==> run_1/drive_strength.png <==
The bar under the picture is 20 µm long.
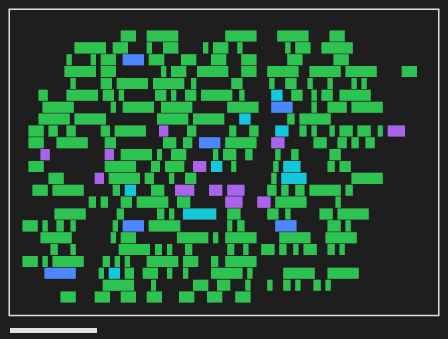
==> run_1/registers.png <==
The bar under the picture is 20 µm long. Other sequential cells in the stronger gray, the rest of the logic in the fainter gray.
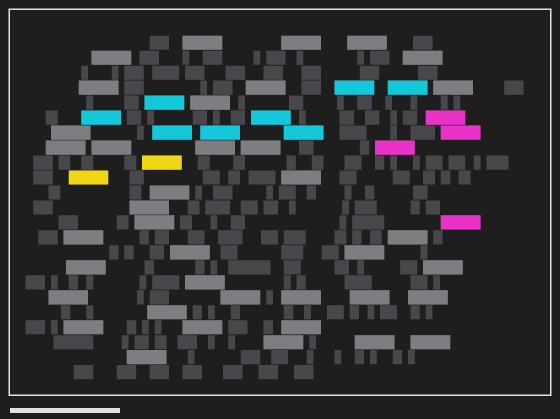
==> run_1/final_placement.png <==
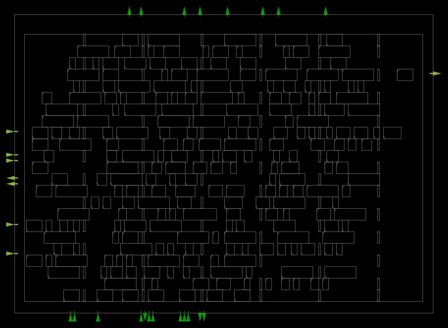
File: src/rtl/spi_slave_core.sv
// spi_slave_core: mode-0 (CPOL=0, CPHA=0) SPI slave engine.
// Oversamples the pad-level SPI signals in the sys_clk domain. MOSI is shifted
// into words MSB first, and a one-deep transmit holding register is serialised
// onto MISO.
//
// Ports:
//   sys_clk, sys_rst        system clock and synchronous active-high reset
//   spi_sclk/cs_n/mosi      raw pad inputs (asynchronous to sys_clk)
//   spi_miso, spi_miso_oe   registered slave-out data and its pad output enable
//   rx_data, rx_valid       last received word and its one-cycle strobe
//   tx_data/valid/ready     valid-ready handshake into the tx holding register
//   tx_underrun             one-cycle pulse when a word boundary found nothing pending
//   busy                    synchronised chip select is active
module spi_slave_core #(
  parameter int unsigned DATA_WIDTH  = 8,
  parameter int unsigned SYNC_STAGES = 2
) (
  input  logic                  sys_clk,
  input  logic                  sys_rst,
  input  logic                  spi_sclk,
  input  logic                  spi_cs_n,
  input  logic                  spi_mosi,
  output logic                  spi_miso,
  output logic                  spi_miso_oe,
  output logic [DATA_WIDTH-1:0] rx_data,
  output logic                  rx_valid,
  input  logic [DATA_WIDTH-1:0] tx_data,
  input  logic                  tx_valid,
  output logic                  tx_ready,
  output logic                  tx_underrun,
  output logic                  busy
);

  localparam int unsigned CntW   = $clog2(DATA_WIDTH + 1);
  localparam int unsigned FlushW = $clog2(SYNC_STAGES + 2);
  localparam logic [CntW-1:0]   CntMax    = CntW'(DATA_WIDTH);
  localparam logic [FlushW-1:0] FlushInit = FlushW'(SYNC_STAGES + 1);

  typedef enum logic [0:0] {StIdle, StActive} state_e;

  state_e                state_q, state_d;
  logic [SYNC_STAGES-1:0] sclk_sync_q, cs_sync_q, mosi_sync_q;
  logic                  sclk_d_q, cs_d_q;
  logic [FlushW-1:0]     flush_q;
  logic [CntW-1:0]       bit_cnt_q, bit_cnt_d;
  logic [DATA_WIDTH-1:0] shift_rx_q, shift_rx_d;
  logic [DATA_WIDTH-1:0] shift_tx_q, shift_tx_d;
  logic [DATA_WIDTH-1:0] hold_q, hold_d;
  logic [DATA_WIDTH-1:0] rx_data_q, rx_data_d;
  logic                  pending_q, pending_d;
  logic                  load_next_q, load_next_d;
  logic                  rx_valid_q, rx_valid_d;
  logic                  underrun_q, underrun_d;
  logic                  miso_q, miso_d;
  logic                  load;

  logic sclk_s, cs_s, mosi_s;
  logic sclk_rise, sclk_fall, cs_start, cs_end;

  assign sclk_s = sclk_sync_q[SYNC_STAGES-1];
  assign cs_s   = cs_sync_q[SYNC_STAGES-1];
  assign mosi_s = mosi_sync_q[SYNC_STAGES-1];

  assign sclk_rise = sclk_s & ~sclk_d_q;
  assign sclk_fall = ~sclk_s & sclk_d_q;
  // The chains are preset to idle on reset, so a CS already held low would
  // otherwise look like a fresh assertion while they flush; mask it.
  assign cs_start  = ~cs_s & cs_d_q & (flush_q == '0);
  assign cs_end    = cs_s & ~cs_d_q;

  always_comb begin
    state_d     = state_q;
    bit_cnt_d   = bit_cnt_q;
    shift_rx_d  = shift_rx_q;
    shift_tx_d  = shift_tx_q;
    hold_d      = hold_q;
    rx_data_d   = rx_data_q;
    pending_d   = pending_q;
    load_next_d = load_next_q;
    rx_valid_d  = 1'b0;
    underrun_d  = 1'b0;
    load        = 1'b0;

    case (state_q)
      StIdle: begin
        if (cs_start) begin
          state_d   = StActive;
          bit_cnt_d = '0;
          load      = 1'b1;
        end
      end
      StActive: begin
        if (cs_end) begin
          state_d     = StIdle;
          bit_cnt_d   = '0;
          shift_rx_d  = '0;
          load_next_d = 1'b0;
        end else begin
          if (bit_cnt_q == CntMax) begin
            rx_data_d   = shift_rx_q;
            rx_valid_d  = 1'b1;
            bit_cnt_d   = '0;
            load_next_d = 1'b1;
          end
          if (sclk_rise) begin
            shift_rx_d = {shift_rx_q[DATA_WIDTH-2:0], mosi_s};
            bit_cnt_d  = bit_cnt_d + 1'b1;
          end
          if (sclk_fall) begin
            if (load_next_q) begin
              load        = 1'b1;
              load_next_d = 1'b0;
            end else begin
              shift_tx_d = shift_tx_q << 1;
            end
          end
        end
      end
      default: state_d = StIdle;
    endcase

    // A load always consumes the old pending word; capture needs pending=0,
    // so both in one cycle only happens on an underrun load.
    if (load) begin
      if (pending_q) begin
        shift_tx_d = hold_q;
        pending_d  = 1'b0;
      end else begin
        shift_tx_d = '0;
        underrun_d = 1'b1;
      end
    end
    if (tx_valid && !pending_q) begin
      hold_d    = tx_data;
      pending_d = 1'b1;
    end

    // Registered from the next-state values so MISO changes in the same cycle
    // as the shift register, leaving the master the most setup time.
    miso_d = (state_d == StActive) ? shift_tx_d[DATA_WIDTH-1] : 1'b0;
  end

  always_ff @(posedge sys_clk) begin
    if (sys_rst) begin
      state_q     <= StIdle;
      sclk_sync_q <= '0;
      cs_sync_q   <= '1;
      mosi_sync_q <= '0;
      sclk_d_q    <= 1'b0;
      cs_d_q      <= 1'b1;
      flush_q     <= FlushInit;
      bit_cnt_q   <= '0;
      shift_rx_q  <= '0;
      shift_tx_q  <= '0;
      hold_q      <= '0;
      rx_data_q   <= '0;
      pending_q   <= 1'b0;
      load_next_q <= 1'b0;
      rx_valid_q  <= 1'b0;
      underrun_q  <= 1'b0;
      miso_q      <= 1'b0;
    end else begin
      state_q     <= state_d;
      sclk_sync_q <= {sclk_sync_q[SYNC_STAGES-2:0], spi_sclk};
      cs_sync_q   <= {cs_sync_q[SYNC_STAGES-2:0], spi_cs_n};
      mosi_sync_q <= {mosi_sync_q[SYNC_STAGES-2:0], spi_mosi};
      sclk_d_q    <= sclk_s;
      cs_d_q      <= cs_s;
      if (flush_q != '0) flush_q <= flush_q - 1'b1;
      bit_cnt_q   <= bit_cnt_d;
      shift_rx_q  <= shift_rx_d;
      shift_tx_q  <= shift_tx_d;
      hold_q      <= hold_d;
      rx_data_q   <= rx_data_d;
      pending_q   <= pending_d;
      load_next_q <= load_next_d;
      rx_valid_q  <= rx_valid_d;
      underrun_q  <= underrun_d;
      miso_q      <= miso_d;
    end
  end

  assign spi_miso    = miso_q;
  assign spi_miso_oe = (state_q == StActive);
  assign busy        = (state_q == StActive);
  assign rx_data     = rx_data_q;
  assign rx_valid    = rx_valid_q;
  assign tx_ready    = ~pending_q;
  assign tx_underrun = underrun_q;

endmodule

File: config.mk
export PLATFORM = sky130hd
export DESIGN_NAME = spi_slave_core
export DESIGN_NICKNAME = d
export VERILOG_FILES = /design/src/rtl/spi_slave_core.sv
export SDC_FILE = /design/constraint.sdc
export NUM_CORES = 1
export LEC_CHECK = 0
export ABC_CLOCK_PERIOD_IN_PS = 2150
export CAP_MARGIN = 20
export CELL_PAD_IN_SITES_DETAIL_PLACEMENT = 1
export CELL_PAD_IN_SITES_GLOBAL_PLACEMENT = 2
export CORE_ASPECT_RATIO = 0.7
export CORE_MARGIN = 2
export CORE_UTILIZATION = 33
export DETAILED_ROUTE_END_ITERATION = 8
export HOLD_SLACK_MARGIN = 0.12
export PLACE_DENSITY = 0.8
export REMOVE_ABC_BUFFERS = 1
export SLEW_MARGIN = 20
export SYNTH_ARGS = -nofsm -noshare
export SYNTH_HDL_FRONTEND = slang
export SYNTH_SLANG_ARGS = --single-unit
File: constraint.sdc
create_clock -name sys_clk -period 2.15 [get_ports sys_clk]
set_input_delay 0.215 -clock sys_clk [delete_from_list [all_inputs] [get_ports sys_clk]]
set_output_delay 0.215 -clock sys_clk [all_outputs]
set_load 0.005 [all_outputs]
==> Slide: Implementation Results, run 1 <==
Key Metrics from the Run

Critical path
  • Crit-path max cell delay: between 0.3 and 0.4 ns
  • Crit path arrival time: 1.92 ns
  • Slowest cell on crit path: dfxtp_1
  • Req. time, crit path: 2.35 ns
  • Setup crit end kind: register
  • Critical setup path kind: reg2reg
  • Critical path, cell by cell: inv_1 > ha_1 > and4bb_2 > a32o_2 > a221oi_1 > nor3_1
  • CP max FO: 7

Layout
  • Total inserted antenna cells: 0
  • Most frequent logic cell in the layout: dfxtp_1
  • Most common logic cells in the final layout: dfxtp_1 (52), nor2_1 (28), clkdlybuf4s50_1 (27)
  • Layout cell share with drive strength beyond 1: approximately 11%

STA
  • Minimum clock period: ~1.7 ns
  • WHS: ~0.44 ns
  • RSZ-0062 raised after global routing: false
  • Final Skew: a little under 0.008 ns
  • Final worst-path cycle share: 79.77%
  • Slew @ Worst Pin: between 0.6 and 0.7 ns
  • Final Hold Viols: 0
  • Slew Limit Headroom: approximately 56%

Clock network
  • Clock-pin slew on the worst setup and hold paths: roughly 0.10 ns
  • Later-pin clock latency in the skew report: a little over 0.3 ns
  • PostCTS Resize Cnt: 0
  • Root Buffer: clkbuf_8
  • Htree depth: 2
  • Clk buf depth: 2
  • Hold bufs inserted after CTS: 0
  • Post-CTS Setup Bufs: 0

Min path
  • Min-delay worst type: in2reg

Routing
  • Total Wirelength: approximately 4400 µm
  • Drc violations: 0
  • ANT nets after route: 0
  • Mean number of vias per cell: about 5.0
  • TritonRoute pass-1 iters: 4
  • WL met2: 1777 µm
  • Initial detailed-routing violation count: 45
  • Via Count: roughly 1.6k
  • Max Used Layer: met4
  • DR WL met3: roughly 94 µm

GRT
  • Grt ovf: 0
  • Largest net degree at the start of global routing: approximately 52
  • Vias in the first global route: approximately 1.6k
  • Total global-route track usage: 14.10%
  • First-pass GRT wire length: slightly below 8000 µm
  • Initial antenna violation count: 0

Power
  • Peak VDD IR: roughly 0.23 mV
  • Leak: 0.9498 nW
  • Pwr Total: ~0.0017 W
  • Cell Pwr Density: about 700 nW/µm²

Logic synthesis
  • Syn Inst Count: around 220
  • Post-synthesis cell type count: about 45
  • Yosys stat chip area: between 2000 and 2500 µm²
  • Post-synth seq share: about 51%
  • # Cells Yosys: approximately 220
  • Post-synth EDFFs: 0
  • Avg Cell Area, Syn: ~9.5 µm²

Placement
  • Final GP Congestion: 0.7200
  • Buffers on Ports: 27

Floorplanning
  • Die span in y: 69.88 µm
  • Die X-Extent: 98.11 µm
  • Initial Util: 35.02%
  • Io pins: 28

Flow run
  • OpenROAD warnings: 25
  • Max Cap Violations: 0

Status
  • Status: complete, no violations
Back to the opening pictures, drive_strength.png:
drive 3 to 4 -> cyan  # cells 9, share 3.7%
drive 2 -> purple  # cells 12, share 5.0%
drive 1 or less -> green  # cells 214, share 89%
drive 6 and up -> blue  # cells 6, share 2.5%
final worst slack: 0.4349 ns
Signal buffers: 31
design area: 2461 µm²
Syn-to-layout area delta: 20.31%

Back to the opening pictures, registers.png:
`bit_cnt_q` -> magenta  # flops 4
`shift_rx_q` -> cyan  # flops 8
`sclk_sync_q` -> yellow  # flops 2
not colored = 38
P_seq: 0.00101 W
fraction of area in registers: 42.30%
Finished Core Util: 42.13%

Back to the opening pictures, final_placement.png:
# rows: 23
Filler Cell Count: 688

-- run 1: flip-flops by register name, summed over array words and instances (netlist names), 2 cells and up --
signal       flops
hold_q           8
flush_q          2
bit_cnt_q        4
cs_sync_q        2
shift_tx_q       8
rx_data          8
sclk_sync_q      2
mosi_sync_q      2
shift_rx_q       8
-- run 1: synth_stat cells, types with 2 or more instances --
library cell  instances
dfxtp_1              52
nor2_1               28
nand2_1              24
a21oi_1              14
mux2i_1               9
a22oi_1               8
nor3_1                8
a221oi_1              7
clkbuf_1              7
nor2b_1               6
inv_1                 5
or2_2                 4
and2b_2               3
nand2b_1              3
a211oi_1              2
a31oi_1               2
buf_2                 2
buf_4                 2
ha_1                  2
nand3b_1              2
o21ai_0               2
-- run 1: where the power goes --
| part | internal, W | switching (W) |
|---|---|---|
| Clock | 0.000231 | 0.000342 |
| Sequential | 0.000991 | 0.0000189 |
| Combinational | 0.0000649 | 0.0000639 |
| Total | 0.00129 | 0.000425 |
-- run 1: critical path: cells and delay by family, from the launching register on --
family                   cells  cell delay (ns)
buffers and inverters        1             0.05
flip-flops                   1             0.36
AND/OR/NAND/NOR              2             0.38
AND-OR/OR-AND                2             0.57
adder cells (fa/ha/maj)      1             0.24
-- run 1: area by class of cell --
class / count / area (µm²)
Timing Repair Buffer: 31 / 312.8
Multi-Input combinational cell: 145 / 902.1
Clock inverter: 3 / 23.77
Sequential cell: 52 / 1041
Inverter: 5 / 18.77
Clock buffer: 5 / 68.82
Tap cell: 75 / 93.84
Fill cell: 688 / 3381
-- run 1: metal layers --
layer	up-vias	track usage [%]
li1	803	-
met1	759	20.41
met2	19	19.71
met3	7	3.003
met4	0	6.944
met5	-	0
-- run 1: logic make-up (layout without fill, tap and decap cells) --
| kind of cell | Yosys count | count (layout) | share of synthesized area, % |
|---|---|---|---|
| muxes | 10 | 10 | 4.954 |
| buffers and inverters | 19 | 44 | 5.015 |
| DFF | 52 | 52 | 50.89 |
| xor gates and xnor gates | 1 | 1 | 0.4282 |
| adders and majority gates | 2 | 2 | 1.223 |
| AOI/OAI and AO/OA | 43 | 43 | 15.11 |
| and+or+nand+nor | 89 | 89 | 22.39 |
-- run 1: path summary, 6_finish.rpt --
path | cells past startpoint | to | from | slack (ns)
setup / recovery | 6 | shift_tx_q[5]$_SDFFE_PP0P_ | flush_q[0]$_SDFFE_PP1P_ | 0.43
hold reg to reg | 1 | cs_sync_q[1]$_SDFF_PP1_ | cs_sync_q[0]$_SDFF_PP1_ | 0.45
hold / removal | 2 | sclk_sync_q[0]$_SDFF_PP0_ | spi_sclk | 0.44
setup reg to reg | 6 | shift_tx_q[5]$_SDFFE_PP0P_ | flush_q[0]$_SDFFE_PP1P_ | 0.43
-- run 1: per-stage QoR --
step	instances	setup WS, ns	cell area [µm²]	util, %
final	316	0.4349	2461	42.13
after detailed placement	308	0.4182	2369	40.54
after floorplan	202	0.5692	1962	-
after global routing	316	0.2837	2461	42.13
after global placement	308	0.5022	2369	40.54
after CTS	316	0.4011	2461	42.13
==> run_1/clock_map.png <==
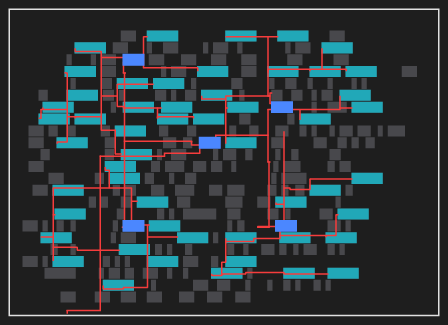

==> run 1 -> run 2 <==
- ABC_CLOCK_PERIOD_IN_PS: 2150 -> 1720
- clock period: 2.15 -> 1.72 ns (I/O delays scaled with it)
==> run_2/clock_map.png <==
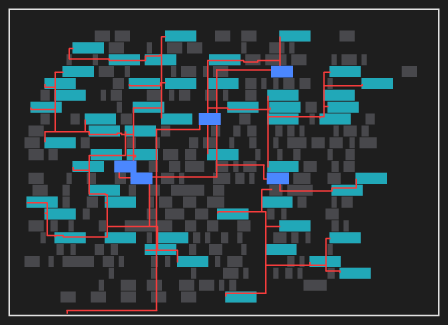
flip-flops -> cyan  # count 52
cells driving clock nets -> blue  # count 5
clock wires -> red  # length 604 µm
routed clock nets = 6
Final Skew: 0.005223 ns
Clk. pwr: 0.000871 W
later-pin clock latency in the skew report: 0.30 ns

==> run 2 against run 1 <==
Compared with the run above:
- non-clock buffer count up 5
- clock power up 52%
- sequential share of layout area down 1.2 points
- first-iteration DRC count up 60%
- critical path depth unchanged
- sequential power up 25%
- largest power group unchanged
==> Slide: Implementation Results, run 2 <==
Key Metrics from the Run

Min path
  • Worst hold stages: 3
  • Min-delay worst type: in2reg
  • WHS Endpoint: hold_q[7]$_SDFFE_PP0P_
  • Worst Hold Launch: tx_data[7]

Power
  • Peak VDD IR: about 0.44 mV
  • Leak: roughly 1 nW
  • Cell Pwr Density: ~910 nW/µm²

Routing
  • Mean number of vias per cell: approximately 4.9
  • Routed WL per cell: between 10 and 15 µm
  • Via Count: 1587
  • Initial detailed-routing violation count: 72
  • Drc violations: 0
  • Total Wirelength: 4468 µm
  • TritonRoute pass-1 iters: 2
  • ANT nets after route: 0

Critical path
  • End of the worst register-to-register path: shift_tx_q[5]$_SDFFE_PP0P_
  • Flop2flop setup slack: 0.04 ns
  • CP Buf/Inv Count: 1
  • CP max FO: 7
  • Crit-path max cell delay: roughly 0.36 ns
  • Critical Path Start Type: register
  • Crit path arrival time: roughly 1.9 ns
  • Worst reg-to-reg path cell count: 6
  • Req. time, crit path: roughly 1.9 ns
  • Reg2Reg Launch Point: flush_q[0]$_SDFFE_PP1P_
  • Critical path, cell by cell: inv_1 > ha_1 > and4bb_2 > a32o_2 > a221oi_1 > nor3_1
  • Critical setup path kind: reg2reg
  • Critical path's top delay family: AND-OR/OR-AND gates
  • Setup crit end kind: register
  • Slowest cell on crit path: dfxtp_1

Floorplanning
  • Io pins: 28
  • Die ar.: ~7000 µm²
  • Die X-Extent: between 90 and 100 µm
  • Area of the core: a little under 6000 µm²
  • Initial Util: approximately a third
  • Die span in y: about 70 µm
  • # rows: 23

Logic synthesis
  • Synth Flop Type: dfxtp_1
  • Dominant cell type by area after synthesis: dfxtp_1
  • Post-synth seq share: 50.89%
  • Syn Inst Count: roughly 220
  • Post-synth EDFFs: 0
  • Cell Area, Synth: between 2000 and 2500 µm²
  • Avg Cell Area, Syn: ~9.5 µm²
  • Asr flop ratio synth: 0%
  • Count leader, synth: dfxtp_1
  • Registers, synthesis: around 52
  • Yosys warns: 0
  • # Cells Yosys: about 220
  • Yosys stat chip area: roughly 2000 µm²
  • Main area contributors: dfxtp_1 (51%), nor2_1 (5.1%), mux2i_1 (4.4%)
  • Commonest cells post-synth: dfxtp_1 (52), nor2_1 (28), nand2_1 (24)
  • Post-synthesis cell type count: around 45
  • Share of the synthesized area in the top cell type: 50.89%

STA
  • Max-slew violations: 0
  • Setup violators final: 0
  • Setup TNS: 0 ns
  • Slew @ Worst Pin: between 0.4 and 0.5 ns
  • WHS: between 0.4 and 0.5 ns
  • Final Hold Viols: 0
  • Slew Limit Headroom: between 70% and 80%
  • Highest clock rate: about 590 MHz
  • Final worst-path cycle share: a little over nine tenths
  • RSZ-0062 raised after global routing: true
  • Minimum clock period: 1.681 ns

Layout
  • Final net count: 261
  • Non-Filler Instances: 321
  • Layout cell share with drive strength beyond 1: between 10% and 20%
  • Most common logic cells in the final layout: dfxtp_1 (52), nor2_1 (28), clkdlybuf4s50_1 (27)
  • Total inserted antenna cells: 0
  • Filler Cell Count: 673
  • Most frequent logic cell in the layout: dfxtp_1
  • Register Area: roughly 1000 µm²
  • MI comb area: 908.4 µm²

GRT
  • Vias in the first global route: roughly 1.6k
  • Total global-route track usage: 14.23%
  • Initial antenna violation count: 0
  • Grt ovf: 0
  • First-pass GRT wire length: 7797 µm
  • Largest net degree at the start of global routing: roughly 52

Placement
  • Hpwl dp: approximately 3300 µm
  • Dpl ws: between 0.04 and 0.05 ns
  • Final GP Congestion: slightly above 0.7
  • Buffers on Ports: 27
  • Placed cells: 313
  • Dpl cell area: 2406 µm²

Clock network
  • Clock-pin slew on the worst setup and hold paths: 0.09 ns
  • Htree depth: 2
  • Post-CTS Setup Bufs: 0
  • TritonCTS clock tree: yes
  • CTS buffer count: 5
  • Root Buffer: clkbuf_8
  • CTS sink cnt: ~52
  • Clk buf depth: 2

Flow run
  • Max Cap Violations: 0
  • OpenROAD warnings: 26

Status
  • Status: complete, no violations
==> run_2/drive_strength.png <==
The bar under the picture is 20 µm long.
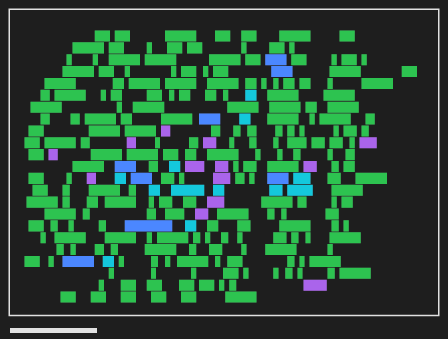
drive 2 -> purple  # cells 13, share 5.3%
drive 3 to 4 -> cyan  # cells 12, share 4.9%
drive 6 and up -> blue  # cells 8, share 3.3%
drive 1 or less -> green  # cells 213, share 87%
design area: 2534 µm²
final worst slack: 0.03915 ns
Syn-to-layout area delta: 23.85%

[run 2: cell count changes in the layout (fill, tap and decap cells not counted), sizes merged]
| cell | previous run | this run |
|---|---|---|
| clkbuf | 5 | 6 |
| clkinvlp | 2 | 0 |
| buf | 4 | 9 |
| bufinv | 0 | 1 |
[run 2: timing repair]
action,CTS,global route
setup endpoints to repair,0,10
gates resized,0,1
hold buffers,0,0
[run 2: power by group]
group / internal, W / switching [W] / leakage, nW
Combinational: 0.0000884 / 0.0000854 / 0.516
Clock: 0.000476 / 0.000395 / 0.0614
Sequential: 0.00124 / 0.0000212 / 0.423
Total: 0.00180 / 0.000501 / 1.00
[run 2: metrics by stage]
step | util, % | power, W
global route | 43.37 | 0.002418
CTS | 43.26 | 0.002347
global placement | 41.19 | 0.001455
detailed placement | 41.19 | 0.001465
floorplan | - | 0.001363
finish | 43.37 | 0.002304
[run 2: cells by family after synthesis]
family | count (synthesis) | share of synthesized area, %
AOI/OAI and AO/OA | 43 | 15.11
xor gates and xnor gates | 1 | 0.4282
adders and majority gates | 2 | 1.223
buffers and inverters | 19 | 5.015
DFF | 52 | 50.89
muxes | 10 | 4.954
and+or+nand+nor | 89 | 22.39
[run 2: per-layer routing]
metal	global-route usage [%]	share of wire, %	vias to the layer above
met5	0	0	-
met4	4.630	1.5	0
met3	3.604	2.1	6
met2	19.48	41	14
met1	21.54	56	760
li1	-	-	807
[run 2: how the worst max path moves through the flow]
stage / startpoint / end / slack (ns) / cells after the start
2_1_floorplan: busy$_SDFF_PP0_ / shift_tx_q[1]$_SDFFE_PP0P_ / 0.14 / 4
3_3_place_gp: flush_q[0]$_SDFFE_PP1P_ / shift_tx_q[5]$_SDFFE_PP0P_ / 0.14 / 6
3_5_place_dp: flush_q[0]$_SDFFE_PP1P_ / shift_tx_q[4]$_SDFFE_PP0P_ / 0.05 / 6
4_1_cts: flush_q[0]$_SDFFE_PP1P_ / shift_tx_q[5]$_SDFFE_PP0P_ / 0.03 / 6
5_1_grt: flush_q[0]$_SDFFE_PP1P_ / shift_tx_q[2]$_SDFFE_PP0P_ / -0.05 / 6
6_report: flush_q[0]$_SDFFE_PP1P_ / shift_tx_q[5]$_SDFFE_PP0P_ / 0.04 / 6
[run 2: final cells by class]
class	count	share of cell area, %
clock buffers	6	3.259
clock inverters	2	1.531
inverters	5	0.7407
multi-input cells	145	35.85
flip-flops and latches	52	41.09
well taps	75	3.704
repair buffers	36	13.83
[run 2: tightest hold or removal path: cells and delay by family]
kind | cells | cell delay (ns)
AND/OR/NAND/NOR | 1 | 0.06
AND-OR/OR-AND | 1 | 0.05
buffers and inverters | 1 | 0.39
No activity file was given, so power comes from the tool's default toggle rates.
